[src/rtl/sap_controller_sequencer.sv]
// SAP control unit: six-state one-hot ring counter plus combinational decode of
// the control word (bus enables, register loads, ALU mode) from T-state and opcode.
module sap_controller_sequencer #(
  parameter logic [3:0] OP_LDA = 4'b0000,
  parameter logic [3:0] OP_ADD = 4'b0001,
  parameter logic [3:0] OP_SUB = 4'b0010,
  parameter logic [3:0] OP_OUT = 4'b1110,
  parameter logic [3:0] OP_HLT = 4'b1111
) (
  input  logic       clk,
  input  logic       clr_n,
  input  logic [3:0] opcode,
  output logic       cp,
  output logic       ep,
  output logic       lm,
  output logic       ce,
  output logic       li,
  output logic       ei,
  output logic       la,
  output logic       ea,
  output logic       lb,
  output logic       su,
  output logic       eu,
  output logic       lo,
  output logic       hlt,
  output logic [5:0] t_state
);

  typedef enum logic [5:0] {
    T1 = 6'b000001,
    T2 = 6'b000010,
    T3 = 6'b000100,
    T4 = 6'b001000,
    T5 = 6'b010000,
    T6 = 6'b100000
  } t_state_e;

  t_state_e state;

  assign t_state = state;

  // A halt seen in T4 freezes the ring at T4; only a clear releases it.
  always_ff @(posedge clk) begin
    // NOTE: sequential state uses non-blocking assignments so every register
    // samples the pre-edge values, independent of statement order.
    if (!clr_n) begin
      state <= T1;
      hlt   <= 1'b0;
    end else if (!hlt) begin
      if (state == T4 && opcode == OP_HLT) begin
        hlt <= 1'b1;
      end else begin
        case (state)
          T1:      state <= T2;
          T2:      state <= T3;
          T3:      state <= T4;
          T4:      state <= T5;
          T5:      state <= T6;
          default: state <= T1;
        endcase
      end
    end
  end

  always_comb begin
    // NOTE: every output gets a default before the case so no path through
    // this block leaves a signal unassigned, which would infer a latch.
    cp = 1'b0;
    ep = 1'b0;
    lm = 1'b0;
    ce = 1'b0;
    li = 1'b0;
    ei = 1'b0;
    la = 1'b0;
    ea = 1'b0;
    lb = 1'b0;
    su = 1'b0;
    eu = 1'b0;
    lo = 1'b0;
    // Clear and halt both silence the whole control word, even mid-instruction.
    if (clr_n && !hlt) begin
      case (state)
        T1: begin
          ep = 1'b1;
          lm = 1'b1;
        end
        T2: cp = 1'b1;
        T3: begin
          ce = 1'b1;
          li = 1'b1;
        end
        T4: begin
          case (opcode)
            OP_LDA, OP_ADD, OP_SUB: begin
              ei = 1'b1;
              lm = 1'b1;
            end
            OP_OUT: begin
              ea = 1'b1;
              lo = 1'b1;
            end
            default: ;
          endcase
        end
        T5: begin
          case (opcode)
            OP_LDA: begin
              ce = 1'b1;
              la = 1'b1;
            end
            OP_ADD: begin
              ce = 1'b1;
              lb = 1'b1;
            end
            // su leads eu by a cycle so the subtract result is settled on the bus.
            OP_SUB: begin
              ce = 1'b1;
              lb = 1'b1;
              su = 1'b1;
            end
            default: ;
          endcase
        end
        T6: begin
          case (opcode)
            OP_ADD: begin
              eu = 1'b1;
              la = 1'b1;
            end
            OP_SUB: begin
              eu = 1'b1;
              la = 1'b1;
              su = 1'b1;
            end
            default: ;
          endcase
        end
        default: ;
      endcase
    end
  end

endmodule

[config.mk]
export PLATFORM = sky130hd
export DESIGN_NAME = sap_controller_sequencer
export DESIGN_NICKNAME = d
export VERILOG_FILES = /design/src/rtl/sap_controller_sequencer.sv
export SDC_FILE = /design/constraint.sdc
export NUM_CORES = 1
export LEC_CHECK = 0
export ABC_CLOCK_PERIOD_IN_PS = 2600
export CAP_MARGIN = 20
export CORE_UTILIZATION = 40
export DETAILED_ROUTE_END_ITERATION = 10
export HOLD_SLACK_MARGIN = 0.02
export PLACE_DENSITY = 0.77
export SYNTH_ARGS = -nofsm -noshare
export SYNTH_HDL_FRONTEND = slang
export SYNTH_SLANG_ARGS = --single-unit
[constraint.sdc]
create_clock -name clk -period 2.6 [get_ports clk]
set_input_delay 0.26 -clock clk [delete_from_list [all_inputs] [get_ports clk]]
set_output_delay 0.26 -clock clk [all_outputs]
set_load 0.1 [all_outputs]
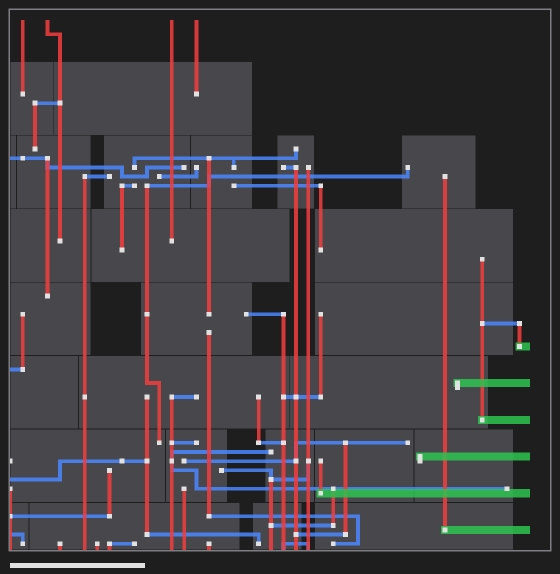
Figure 1: run 1, zoomed window.
The bar under the picture is 5 microns long. Region (20, 20) to (40, 40) microns. Cells in grey, sequential cells in the stronger grey; small squares are vias.
- M1: blue
- M3: green
- M2: red
- sequential cells in the window: 0
- most frequent: buf_12 (6)
- cells with their middle in the window: 23

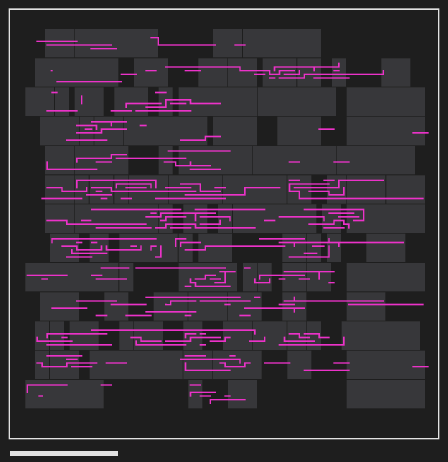
Figure 2: run 1, signal wires on met1.
The bar under the picture is 10 microns long. Cells faint in the background.
- share of all routed wire: 43%
- longest straight run: 15.2 microns
- main direction: horizontal
- wire length on this layer: 609 microns

==> results.txt, run 1 <==
run metrics: status=finished, final reports clean, Total Neg Setup Slack=0 ns, Non-Clock Inverter Count=5, total die size=0.00158 sq mm, Post-Route Skew=0.000687 ns, R2R Path End=t_state[1]$_SDFFE_PN0P_, reg2reg setup slack=1.02 ns, startpoint kind of the worst setup timing path=input pin, number of global-route vias before repair=525, delay of the slowest cell on the worst path=0.52 ns, number of port buffers=24, hold path startpoint=t_state[3]$_SDFFE_PN0P_, clock latency of the later-clocked register in the worst-skew pair=0.25 ns, kind of cell with the highest combined delay on the critical path=simple AND/OR/NAND/NOR gates, Final setup violation count=0, fraction of area in registers=0.152, total number of sequential cells=7, number of flops mapped to enable cells by yosys=0, Inserted Diodes=0, post-CTS setup buffer count=0, count of standard-cell rows=13, pin count of the biggest net entering global routing=10, max reg flops=6, combinational cell area excluding buffers and inverters=447 sq um, Signal buf overhead=0.336, cell-internal power=0.299 mW, crit path kind=in2out, post-synthesis mux area share=0.0350, Floorplan Core Area=0.00132 sq mm, average instance area after synthesis=7.83 sq um, Ports=25, total clock sinks=7, type of the worst min-delay path=reg2reg, remaining number of nets flagged by the antenna check after routing=0, measured slew at the worst slew-check pin=0.435 ns, starting utilization of the core area=0.434, GP Congestion=0.804, Primary FF master, synth=sky130_fd_sc_hd__dfxtp_1, Simple-Gate Fraction of Synth Area=0.446, distinct cell type count of the synthesized netlist=35, async set-reset flop share out of synthesis=0, number of buffers added by the clock tree synthesis step=3, Synthesis Warnings=0, sum of met2 wire segment lengths after detailed routing=722 microns, bufs w/o clock=25, Synth top cells by count=sky130_fd_sc_hd__nand2_1, sky130_fd_sc_hd__nor2_1, sky130_fd_sc_hd__dfxtp_1, sky130_fd_sc_hd__inv_1, sky130_fd_sc_hd__or3_1, routed via count divided by cell count=5.59, cell leakage power=0.371 nW, Largest type area fraction=0.245
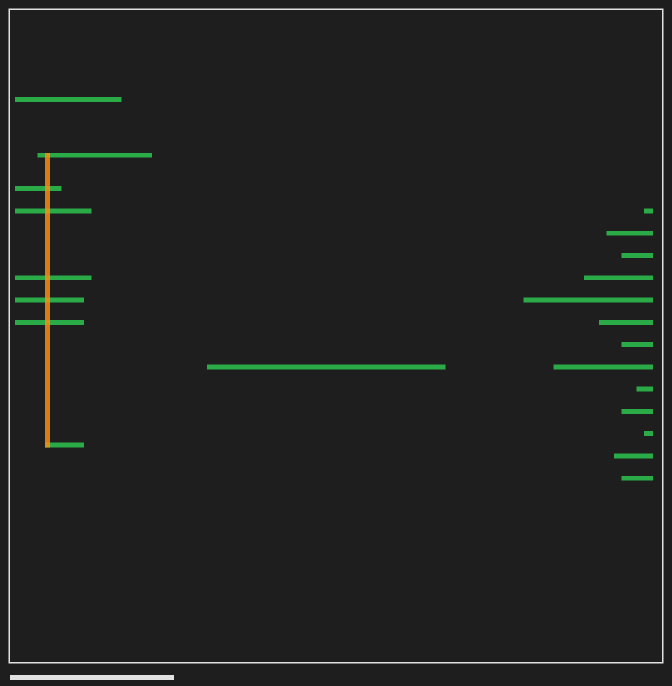
Figure 3: run 1, wiring by layer.
The bar under the picture is 10 microns long. Two of the layers only.
- M3: green (wire length 80.5 microns)
- M4: orange (wire length 17.7 microns)

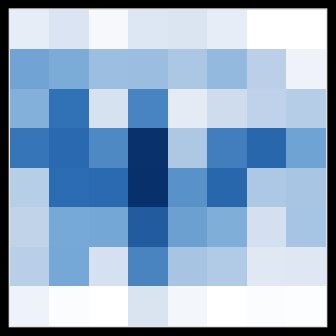
Figure 4: run 1, routed metal per tile.
8 x 8 tiles, from white (low) to dark blue (high), scaled to the fullest tile. Values are wire area over tile area, all layers added.
- nearly empty tiles: 9.4%
- densest ninth of the die: middle
- mean over tiles: 0.15
- tiles over half the peak: 33%

## run 1: stage by stage
step                      hold WS, ns  setup WS [ns]  utilization  power [mW]  std cells
final                           0.526          0.278        0.763       0.619        113
after global routing            0.555          0.226        0.763       0.648        113
after CTS                       0.532          0.273        0.763       0.624        113
after detailed placement        0.521          0.277        0.743       0.524        109
after global placement          0.503          0.287        0.743       0.520        109
after floorplan                 0.397         -0.356            -       0.435         73
## run 1: metal layers
| layer | GRT usage | vias up |
|---|---|---|
| li1 | - | 310 |
| met1 | 0.252 | 296 |
| met2 | 0.381 | 24 |
| met3 | 0.0170 | 2 |
| met4 | 0.0776 | 0 |
| met5 | 0 | - |
## run 1: cells in the final DEF (no fill, tap or decap), types with 2 or more instances in the layout
cell / instances
sky130_fd_sc_hd__a211oi_1: 2
sky130_fd_sc_hd__buf_12: 11
sky130_fd_sc_hd__buf_4: 9
sky130_fd_sc_hd__clkbuf_4: 3
sky130_fd_sc_hd__clkdlybuf4s50_1: 5
sky130_fd_sc_hd__dfxtp_2: 4
sky130_fd_sc_hd__dfxtp_4: 2
sky130_fd_sc_hd__inv_1: 4
sky130_fd_sc_hd__mux2i_1: 2
sky130_fd_sc_hd__nand2_1: 11
sky130_fd_sc_hd__nor2_1: 5
sky130_fd_sc_hd__nor2_2: 4
sky130_fd_sc_hd__nor2b_1: 2
sky130_fd_sc_hd__nor4b_2: 2
sky130_fd_sc_hd__o21ai_0: 2
sky130_fd_sc_hd__o21ai_2: 2
sky130_fd_sc_hd__or3_1: 3
## run 1: power groups by stage
stage          Sequential (mW)  Clock, mW  Combinational (mW)
2_1_floorplan            0.230          0               0.205
3_3_place_gp             0.164          0               0.357
3_5_place_dp             0.166          0               0.358
4_1_cts                  0.163      0.102               0.360
5_1_grt                  0.166      0.108               0.374
6_report                 0.164     0.0973               0.359
Figure 5. Routing congestion map (run 1).
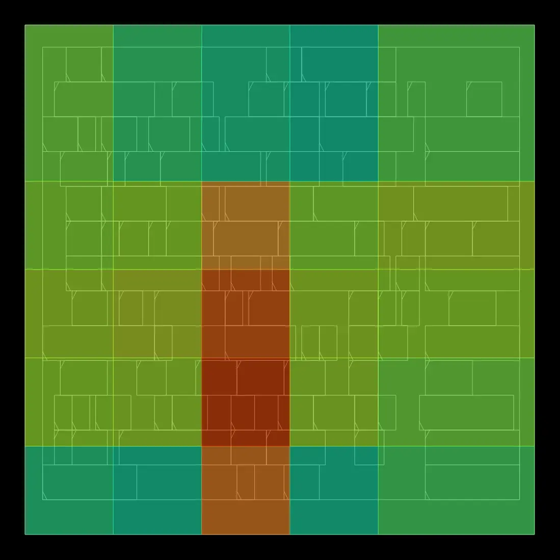

## Run 2: what changed since run 1
Settings changed: GPL_TIMING_DRIVEN set to 0, RECOVER_POWER set to 100.
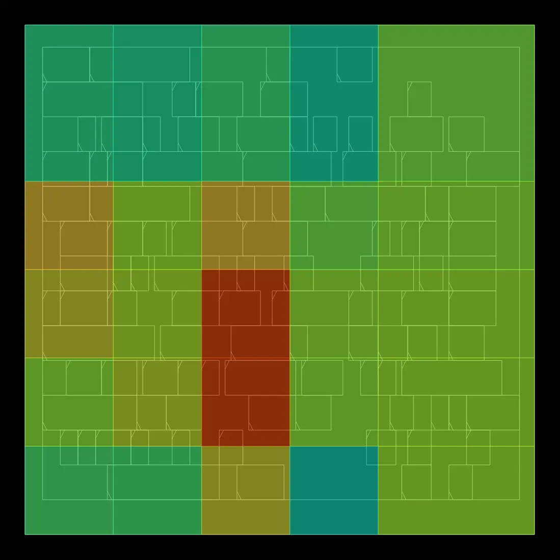
Figure 6: run 2, routing congestion map.
met2 Track Usage GR: 0.328
total routing resource utilization after global routing: 0.204
Final Util: 0.684

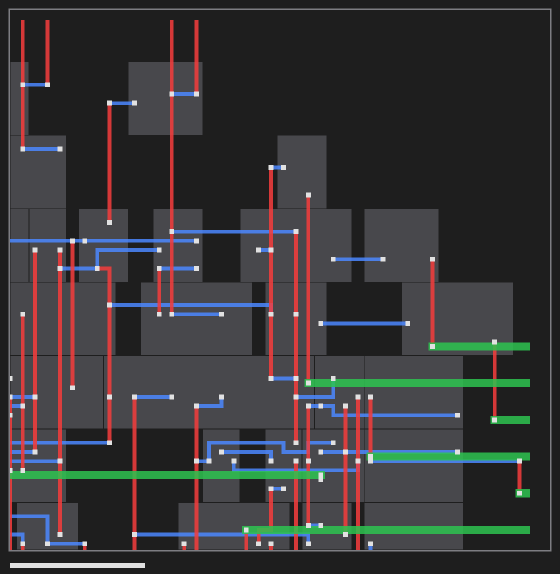
Figure 7: run 2, zoomed window.
The bar under the picture is 5 microns long. Region (20, 20) to (40, 40) microns. Cells in grey, sequential cells in the stronger grey; small squares are vias.
- M1: blue
- M3: green
- M2: red
- most frequent: nand2_1 (3)
- sequential cells in the window: 0
- cells with their middle in the window: 24

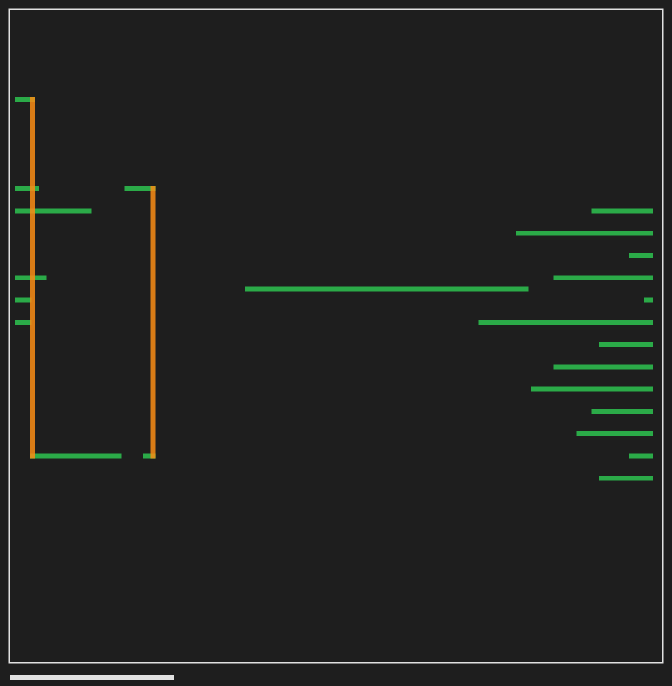
Figure 8: run 2, wiring by layer.
The bar under the picture is 10 microns long. Two of the layers only.
- M3: green (wire length 90.4 microns)
- M4: orange (wire length 38.1 microns)

==> run 2 against run 1 <==
Synthesized cell count did not move. Register-to-register slack got worse by 0.10 ns. Count of clock-buffer cells in the layout did not move. Synthesized area did not move. Largest cell class unchanged. Setup slack got worse by 0.19 ns.
==> results.txt, run 2 <==
run metrics: Non-Clock Inverter Count=5 (unchanged), distinct cell type count of the synthesized netlist=35 (unchanged), Final setup violation count=0 (unchanged), total clock sinks=7 (unchanged), number of global-route vias before repair=488 (-7.0%), Largest type area fraction=0.245 (unchanged), pin count of the biggest net entering global routing=10 (unchanged), Primary FF master, synth=sky130_fd_sc_hd__dfxtp_1, Synthesis Warnings=0 (unchanged), Synth top cells by count=sky130_fd_sc_hd__nand2_1, sky130_fd_sc_hd__nor2_1, sky130_fd_sc_hd__dfxtp_1, sky130_fd_sc_hd__inv_1, sky130_fd_sc_hd__or3_1, measured slew at the worst slew-check pin=0.987 ns (+0.552 ns), type of the worst min-delay path=reg2reg, max reg flops=6 (unchanged), Post-Route Skew=0.00169 ns (+0.00100 ns), fraction of area in registers=0.169 (+0.0175), cell leakage power=0.352 nW (-5.2%), routed via count divided by cell count=5.19 (-7.2%), cell-internal power=0.279 mW (-6.7%), clock latency of the later-clocked register in the worst-skew pair=0.24 ns (about the same), total number of sequential cells=7 (unchanged), delay of the slowest cell on the worst path=0.63 ns (+0.11 ns), crit path kind=in2out, total power after layout=0.589 mW (-5.0%), number of flops mapped to enable cells by yosys=0 (unchanged), async set-reset flop share out of synthesis=0 (unchanged), average instance area after synthesis=7.83 sq um (unchanged), Inserted Diodes=0 (unchanged), hold path startpoint=t_state[3]$_SDFFE_PN0P_, # placed instances=112 (+2.8%), Total Neg Setup Slack=0 ns (unchanged), startpoint kind of the worst setup timing path=input pin, bufs w/o clock=28 (+12%), Signal buf overhead=0.271 (-0.0654), reg2reg setup slack=0.92 ns (-0.10 ns), status=finished, final reports clean, number of buffers added by the clock tree synthesis step=3 (unchanged), starting utilization of the core area=0.434 (unchanged), most frequent cells in the layout=sky130_fd_sc_hd__nand2_1, sky130_fd_sc_hd__dlygate4sd3_1, sky130_fd_sc_hd__nor2_1, sky130_fd_sc_hd__clkbuf_4, sky130_fd_sc_hd__clkdlybuf4s50_1
==> run 2: worst max path at each step <==
stage,start,end
floorplan,t_state[1]$_SDFFE_PN0P_,lo
global placement,clr_n,lm
detailed placement,clr_n,lm
CTS,t_state[0]$_SDFFE_PN1P_,ea
global route,clr_n,ce
finish,clr_n,lm
==> run 2: through the flow <==
| stage | hold WS [ns] | setup slack, ns |
|---|---|---|
| 2_1_floorplan | 0.397 | -0.356 |
| 3_3_place_gp | 0.500 | -0.779 |
| 3_5_place_dp | 0.505 | -0.784 |
| 4_1_cts | 0.513 | 0.0119 |
| 5_1_grt | 0.521 | 0.0214 |
| 6_report | 0.510 | 0.0881 |
==> run 2: power by group through the flow <==
stage / Combinational [mW] / Clock (mW) / Sequential, mW
2_1_floorplan: 0.205 / 0 / 0.230
3_5_place_dp: 0.374 / 0 / 0.133
6_report: 0.364 / 0.0942 / 0.130
3_3_place_gp: 0.373 / 0 / 0.133
5_1_grt: 0.381 / 0.106 / 0.133
4_1_cts: 0.372 / 0.0968 / 0.131
==> run 2: timing repair <==
| action | in CTS | in global routing |
|---|---|---|
| buffers inserted | 0 | 0 |
| gates resized | 46 | 12 |
| setup endpoints to repair | 12 | 9 |
==> run 2: logic make-up (layout without fill, tap and decap cells) <==
group	Yosys count	count (layout)	synth area share
and+or+nand+nor	40	40	0.446
xor gates and xnor gates	1	1	0.0153
DFF	7	7	0.245
muxes	2	2	0.0350
AOI/OAI and AO/OA	14	14	0.175
buffers and inverters	9	37	0.0832
==> run 2: per-layer routing <==
layer,part of all wire,vias up,track usage
met5,0,-,0
met4,0.028,0,0.172
met3,0.067,4,0.0170
met2,0.45,23,0.328
met1,0.46,258,0.241
li1,-,317,-
Power figures rest on the tool's default switching activity, not on a simulated workload.
